<file path="config.mk">
export PLATFORM = sky130hd
export DESIGN_NAME = lpddr2_avalon_bridge_flat
export DESIGN_NICKNAME = d
export VERILOG_FILES = /design/src/rtl/lpddr2_bridge_pkg.sv /design/src/rtl/lpddr2_avalon_bridge_if.sv /design/src/rtl/bridge_timeout.sv /design/src/rtl/lpddr2_avalon_bridge.sv /design/src/flat_wrapper.sv
export SDC_FILE = /design/constraint.sdc
export NUM_CORES = 1
export LEC_CHECK = 0
export ABC_AREA = 1
export CORE_MARGIN = 1.5
export CORE_UTILIZATION = 43
export CTS_BUF_LIST = sky130_fd_sc_hd__clkbuf_2
export CTS_CLUSTER_SIZE = 20
export DETAILED_ROUTE_END_ITERATION = 10
export HOLD_SLACK_MARGIN = 0.02
export PLACE_DENSITY = 0.83
export SLEW_MARGIN = 20
export SYNTH_ARGS = -nofsm -noshare
export SYNTH_HDL_FRONTEND = slang
export SYNTH_SLANG_ARGS = --single-unit
</file>
<file path="constraint.sdc">
create_clock -name clk -period 2.05 [get_ports clk]
set_clock_uncertainty 0.15 [all_clocks]
set_input_delay 0.41 -clock clk [delete_from_list [all_inputs] [get_ports clk]]
set_output_delay 0.41 -clock clk [all_outputs]
set_load 0.05 [all_outputs]
</file>
<file path="src/rtl/lpddr2_bridge_pkg.sv">
// Shared types and constants for the LPDDR2 CPU-to-Avalon bridge.
package lpddr2_bridge_pkg;

  localparam int DEFAULT_ADDR_W  = 27;
  localparam int DEFAULT_DATA_W  = 32;
  localparam int DEFAULT_TIMEOUT = 1023;

  localparam logic [31:0] READ_ABORT_DATA = 32'hDEADBEEF;

  typedef enum logic [2:0] {
    ST_INIT    = 3'd0,
    ST_IDLE    = 3'd1,
    ST_RD_CMD  = 3'd2,
    ST_RD_WAIT = 3'd3,
    ST_WR_CMD  = 3'd4,
    ST_DONE    = 3'd5,
    ST_HOLD    = 3'd6
  } bridge_state_t;

endpackage

</file>
<file path="src/rtl/lpddr2_avalon_bridge_if.sv">
// Avalon-MM local interface of the LPDDR2 hard controller, plus its calibration flag.
interface lpddr2_avalon_bridge_if #(
  parameter int ADDR_W = 27,
  parameter int DATA_W = 32
);
  logic [ADDR_W-1:0]   avl_address;
  logic [DATA_W-1:0]   avl_writedata;
  logic [DATA_W/8-1:0] avl_byteenable;
  logic                avl_burstcount;
  logic                avl_read;
  logic                avl_write;
  logic                avl_waitrequest;
  logic [DATA_W-1:0]   avl_readdata;
  logic                avl_readdatavalid;
  logic                cal_done;

  modport master (
    output avl_address, avl_writedata, avl_byteenable, avl_burstcount,
           avl_read, avl_write,
    input  avl_waitrequest, avl_readdata, avl_readdatavalid, cal_done
  );

  modport slave (
    input  avl_address, avl_writedata, avl_byteenable, avl_burstcount,
           avl_read, avl_write,
    output avl_waitrequest, avl_readdata, avl_readdatavalid, cal_done
  );
endinterface

</file>
<file path="src/rtl/bridge_timeout.sv">
// Saturating cycle counter that flags when a transaction has been outstanding TIMEOUT cycles.
module bridge_timeout #(
  parameter int TIMEOUT = 1023
) (
  input  logic clk,
  input  logic rst,
  input  logic clear,
  input  logic enable,
  output logic expired
);
  localparam int CNT_W = $clog2(TIMEOUT + 1);

  logic [CNT_W-1:0] count_r;
  logic [CNT_W-1:0] count_nxt_s;

  // Next count: clear wins, otherwise count up and stick at the limit.
  always_comb begin
    count_nxt_s = count_r;
    if (clear) begin
      count_nxt_s = {CNT_W{1'b0}};
    end else if (enable && (count_r != CNT_W'(TIMEOUT))) begin
      count_nxt_s = count_r + CNT_W'(1);
    end else begin
      count_nxt_s = count_r;
    end
  end

  // Counter state and registered expiry flag.
  always_ff @(posedge clk) begin
    if (rst) begin
      count_r <= {CNT_W{1'b0}};
      expired <= 1'b0;
    end else begin
      count_r <= count_nxt_s;
      expired <= (count_nxt_s == CNT_W'(TIMEOUT));
    end
  end
endmodule

</file>
<file path="src/rtl/lpddr2_avalon_bridge.sv">
// Serialises single-word CPU read/write requests onto the LPDDR2 controller's Avalon-MM port,
// gated by calibration and bounded by a per-transaction timeout.
module lpddr2_avalon_bridge
  import lpddr2_bridge_pkg::*;
#(
  parameter int ADDR_W  = DEFAULT_ADDR_W,
  parameter int DATA_W  = DEFAULT_DATA_W,
  parameter int TIMEOUT = DEFAULT_TIMEOUT
) (
  input  logic              clk,
  input  logic              rst,
  input  logic [ADDR_W-1:0] lpddr2_address,
  input  logic [DATA_W-1:0] lpddr2_write_data,
  input  logic              lpddr2_rreq,
  input  logic              lpddr2_wreq,
  output logic [DATA_W-1:0] lpddr2_read_data,
  output logic              ack,
  output logic              busy,
  output logic              err,
  lpddr2_avalon_bridge_if.master avl
);

  bridge_state_t state_r;
  logic          tmo_enable_s;
  logic          tmo_clear_s;
  logic          tmo_expired_s;

  assign avl.avl_byteenable = {(DATA_W/8){1'b1}};
  assign avl.avl_burstcount = 1'b1;

  assign tmo_enable_s = (state_r == ST_RD_CMD) || (state_r == ST_RD_WAIT) ||
                        (state_r == ST_WR_CMD);
  assign tmo_clear_s  = !tmo_enable_s;

  bridge_timeout #(.TIMEOUT(TIMEOUT)) u_timeout (
    .clk     (clk),
    .rst     (rst),
    .clear   (tmo_clear_s),
    .enable  (tmo_enable_s),
    .expired (tmo_expired_s)
  );

  // Transaction FSM with all outputs registered alongside the state.
  always_ff @(posedge clk) begin
    if (rst) begin
      state_r           <= ST_INIT;
      lpddr2_read_data  <= {DATA_W{1'b0}};
      ack               <= 1'b0;
      busy              <= 1'b1;
      err               <= 1'b0;
      avl.avl_read      <= 1'b0;
      avl.avl_write     <= 1'b0;
      avl.avl_address   <= {ADDR_W{1'b0}};
      avl.avl_writedata <= {DATA_W{1'b0}};
    end else begin
      ack <= 1'b0;
      case (state_r)
        ST_INIT: begin
          avl.avl_read  <= 1'b0;
          avl.avl_write <= 1'b0;
          if (avl.cal_done) begin
            state_r <= ST_IDLE;
            busy    <= 1'b0;
          end else begin
            busy <= 1'b1;
          end
        end
        ST_IDLE: begin
          if (!avl.cal_done) begin
            state_r <= ST_INIT;
            busy    <= 1'b1;
          end else if (lpddr2_wreq) begin
            // A write wins a simultaneous request; the collision is still flagged.
            avl.avl_address   <= lpddr2_address;
            avl.avl_writedata <= lpddr2_write_data;
            avl.avl_write     <= 1'b1;
            state_r           <= ST_WR_CMD;
            busy              <= 1'b1;
            if (lpddr2_rreq) begin
              err <= 1'b1;
            end else begin
              err <= err;
            end
          end else if (lpddr2_rreq) begin
            avl.avl_address <= lpddr2_address;
            avl.avl_read    <= 1'b1;
            state_r         <= ST_RD_CMD;
            busy            <= 1'b1;
          end else begin
            busy <= 1'b0;
          end
        end
        ST_RD_CMD: begin
          if (!avl.avl_waitrequest) begin
            avl.avl_read <= 1'b0;
            state_r      <= ST_RD_WAIT;
          end else if (tmo_expired_s) begin
            avl.avl_read     <= 1'b0;
            err              <= 1'b1;
            lpddr2_read_data <= DATA_W'(READ_ABORT_DATA);
            ack              <= 1'b1;
            state_r          <= ST_DONE;
          end else begin
            avl.avl_read <= 1'b1;
          end
        end
        ST_RD_WAIT: begin
          if (avl.avl_readdatavalid) begin
            lpddr2_read_data <= avl.avl_readdata;
            ack              <= 1'b1;
            state_r          <= ST_DONE;
          end else if (tmo_expired_s) begin
            err              <= 1'b1;
            lpddr2_read_data <= DATA_W'(READ_ABORT_DATA);
            ack              <= 1'b1;
            state_r          <= ST_DONE;
          end else begin
            state_r <= ST_RD_WAIT;
          end
        end
        ST_WR_CMD: begin
          if (!avl.avl_waitrequest) begin
            avl.avl_write <= 1'b0;
            ack           <= 1'b1;
            state_r       <= ST_DONE;
          end else if (tmo_expired_s) begin
            avl.avl_write <= 1'b0;
            err           <= 1'b1;
            ack           <= 1'b1;
            state_r       <= ST_DONE;
          end else begin
            avl.avl_write <= 1'b1;
          end
        end
        ST_DONE: begin
          state_r <= ST_HOLD;
        end
        ST_HOLD: begin
          // Wait for the level requests to drop so a held request is not re-issued.
          if (!avl.cal_done) begin
            state_r <= ST_INIT;
          end else if (!lpddr2_rreq && !lpddr2_wreq) begin
            state_r <= ST_IDLE;
            busy    <= 1'b0;
          end else begin
            state_r <= ST_HOLD;
          end
        end
        default: begin
          state_r       <= ST_INIT;
          busy          <= 1'b1;
          avl.avl_read  <= 1'b0;
          avl.avl_write <= 1'b0;
        end
      endcase
    end
  end
endmodule
</file>
<file path="src/flat_wrapper.sv">
// flat-port wrapper written by rule: the top's interface ports become plain ports
module lpddr2_avalon_bridge_flat import lpddr2_bridge_pkg::*;
#(
  parameter int ADDR_W  = DEFAULT_ADDR_W,
  parameter int DATA_W  = DEFAULT_DATA_W,
  parameter int TIMEOUT = DEFAULT_TIMEOUT
)
  (clk, rst, lpddr2_address, lpddr2_write_data, lpddr2_rreq, lpddr2_wreq, lpddr2_read_data, ack, busy, err, avl_avl_address, avl_avl_writedata, avl_avl_byteenable, avl_avl_burstcount, avl_avl_read, avl_avl_write, avl_avl_waitrequest, avl_avl_readdata, avl_avl_readdatavalid, avl_cal_done);
  lpddr2_avalon_bridge_if #(.ADDR_W(ADDR_W), .DATA_W(DATA_W)) avl_i ();
  input  logic clk;
  input  logic rst;
  input  logic [ADDR_W-1:0] lpddr2_address;
  input  logic [DATA_W-1:0] lpddr2_write_data;
  input  logic lpddr2_rreq;
  input  logic lpddr2_wreq;
  output logic [DATA_W-1:0] lpddr2_read_data;
  output logic ack;
  output logic busy;
  output logic err;
  output wire logic [$bits(avl_i.avl_address)-1:0] avl_avl_address;
  output wire logic [$bits(avl_i.avl_writedata)-1:0] avl_avl_writedata;
  output wire logic [$bits(avl_i.avl_byteenable)-1:0] avl_avl_byteenable;
  output wire logic [$bits(avl_i.avl_burstcount)-1:0] avl_avl_burstcount;
  output wire logic [$bits(avl_i.avl_read)-1:0] avl_avl_read;
  output wire logic [$bits(avl_i.avl_write)-1:0] avl_avl_write;
  input wire logic [$bits(avl_i.avl_waitrequest)-1:0] avl_avl_waitrequest;
  input wire logic [$bits(avl_i.avl_readdata)-1:0] avl_avl_readdata;
  input wire logic [$bits(avl_i.avl_readdatavalid)-1:0] avl_avl_readdatavalid;
  input wire logic [$bits(avl_i.cal_done)-1:0] avl_cal_done;
  assign avl_avl_address = avl_i.avl_address;
  assign avl_avl_writedata = avl_i.avl_writedata;
  assign avl_avl_byteenable = avl_i.avl_byteenable;
  assign avl_avl_burstcount = avl_i.avl_burstcount;
  assign avl_avl_read = avl_i.avl_read;
  assign avl_avl_write = avl_i.avl_write;
  assign avl_i.avl_waitrequest = avl_avl_waitrequest;
  assign avl_i.avl_readdata = avl_avl_readdata;
  assign avl_i.avl_readdatavalid = avl_avl_readdatavalid;
  assign avl_i.cal_done = avl_cal_done;
  lpddr2_avalon_bridge #(.ADDR_W(ADDR_W), .DATA_W(DATA_W), .TIMEOUT(TIMEOUT)) u_core (.clk(clk), .rst(rst), .lpddr2_address(lpddr2_address), .lpddr2_write_data(lpddr2_write_data), .lpddr2_rreq(lpddr2_rreq), .lpddr2_wreq(lpddr2_wreq), .lpddr2_read_data(lpddr2_read_data), .ack(ack), .busy(busy), .err(err), .avl(avl_i));
endmodule
</file>
Power grid:
Scale: 4 px per um. Pins as bars on the die edge.
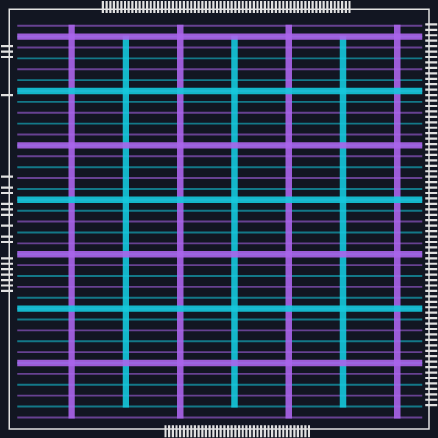
Key: purple = VSS; cyan = VDD
7 straps on met4. 7 straps on met5. The core has 36 rows. 199 signal pins sit on the boundary. 37 met1 rails follow the rows.

==> ci_impl_report.md <==
### Metrics collected by this job

| Metric | Value |
|---|---|
| Outcome | complete, no violations |
| Most common cell in the netlist | nor2_1 |
| Setup repair bufs after CTS | 0 |
| Via Count | 4539 |
| # Taps | 133 |
| Worst EP arrival | 1370 ps |
| Startpoint Class | flip-flop |
| Clock tree root buffer cell | clkbuf_2 |
| Largest net degree at the start of global routing | 87 |
| XOR Share, Synth | 0% |
| Peak supply drop | roughly 0.00035 V |
| Post-Layout Cell Count | 926 |
| Req. time, crit path | ~1500 ps |
| Yosys aoi share | 14.64% |
| Global Route met1 Usage | approximately 28% |
| Yosys cell types | 35 |
| Slew Limit Fails | 0 |
| Int Pwr | between 2 and 3 mW |
| Vias per cell | 4.902 |
| Cell family with most CP delay | flip-flops |
| Chip Area | 10940 um2 |
| ClkCell Share | 1.626% |
| Drt drc | 0 |
| Min Tclk post-route | approximately 1900 ps |
| CTS tree | built |
| Post-synthesis sequential area ratio | 49.63% |
| Combinational gate area | 1912 um2 |
| Clk latency late pin | 570 ps |
| Flop pwr share | 51.4% |
| Wire per inst | roughly 14 um |
| Vias in the first global route | approximately 4400 |
| Reg-to-reg startpoint | u_core.u_timeout.count_r[1] |
| Final-layout fill cell count | 842 |
| Critical Path Slowest Stage Cell | dfxtp_1 |
| Adder share | 0.2820% |
| CTS resizes | 110 |
| Mux share | 0% |
| Max-area cell share | 49.63% |
| Clk pwr share | 21.4% |
| Setup WS pre-CTS | 50.19 ps |
| Diode count | 0 |
| Hold Path End | u_core.lpddr2_read_data[4] |
| Gr busiest metal | met2 |
| # hold bufs at CTS | 0 |
| Final Hold Vio Count | 0 |
| CP Capture Type | output pin |
| Invs w/o clock | 44 |
| Hold wc startpoint | avl_avl_readdata[4] |
| All-Layer GR Usage | 23.59% |
| Most used logic cell in the final layout | nor2_1 |
| Port Buffers | between 150 and 200 |
| Met2 Track Usage GR | a little over two fifths |
| Dpl hpwl | 9762 um |
| WHS Path Cells | 3 |
| Worst setup endpoint | avl_avl_writedata[10] |
| Initial antenna violation count | 0 |
| Top cells excl fill/tap | nor2_1 (192), dfxtp_1 (108), clkdlybuf4s50_1 (97) |
| TritonCTS Buffers | 9 |
| CTS Sinks | 110 |
| Reg2reg path depth | 9 |
| Top pwr grp | sequential cells |
| Pwr dens | 694.0 nW/um2 |
| Static leakage | ~2.6 nW |
| Buf+Inv Stages, Crit Path | 1 |
| Top area cell types | dfxtp_1 (50%), nor2_1 (16%), o21ai_0 (10%), nand2_1 (4.4%), inv_1 (3.0%) |
| Clk pin slew, worst setup/hold paths | 330 ps |
| Power Sequential | 2.34 mW |
| Comb. pwr | 1.23 mW |
| YS warnings | 0 |
| Worst R2R End | u_core.u_timeout.expired |
| First-pass GRT wire length | about 21000 um |
| DR WL met2 | 6458 um |
| Yosys chip area | 4437 um2 |
| Flop count | 110 |
| DRT Wirelength | approximately 13000 um |
| Register share of the cell area | about a third |
| Area grow syn2layout | 47.46% |
| Combinational share of power | 27.1% |
| Overall Power | 4.540 mW |
Gate families picked out:
Scale: 3 px per um.
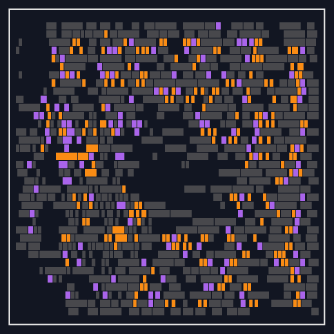
Key: orange = NOR gates [cells 205, where spread over the die]; purple = inverting AOI/OAI gates [cells 122, where spread over the die]

Power figures rest on the tool's default switching activity, not on a simulated workload.
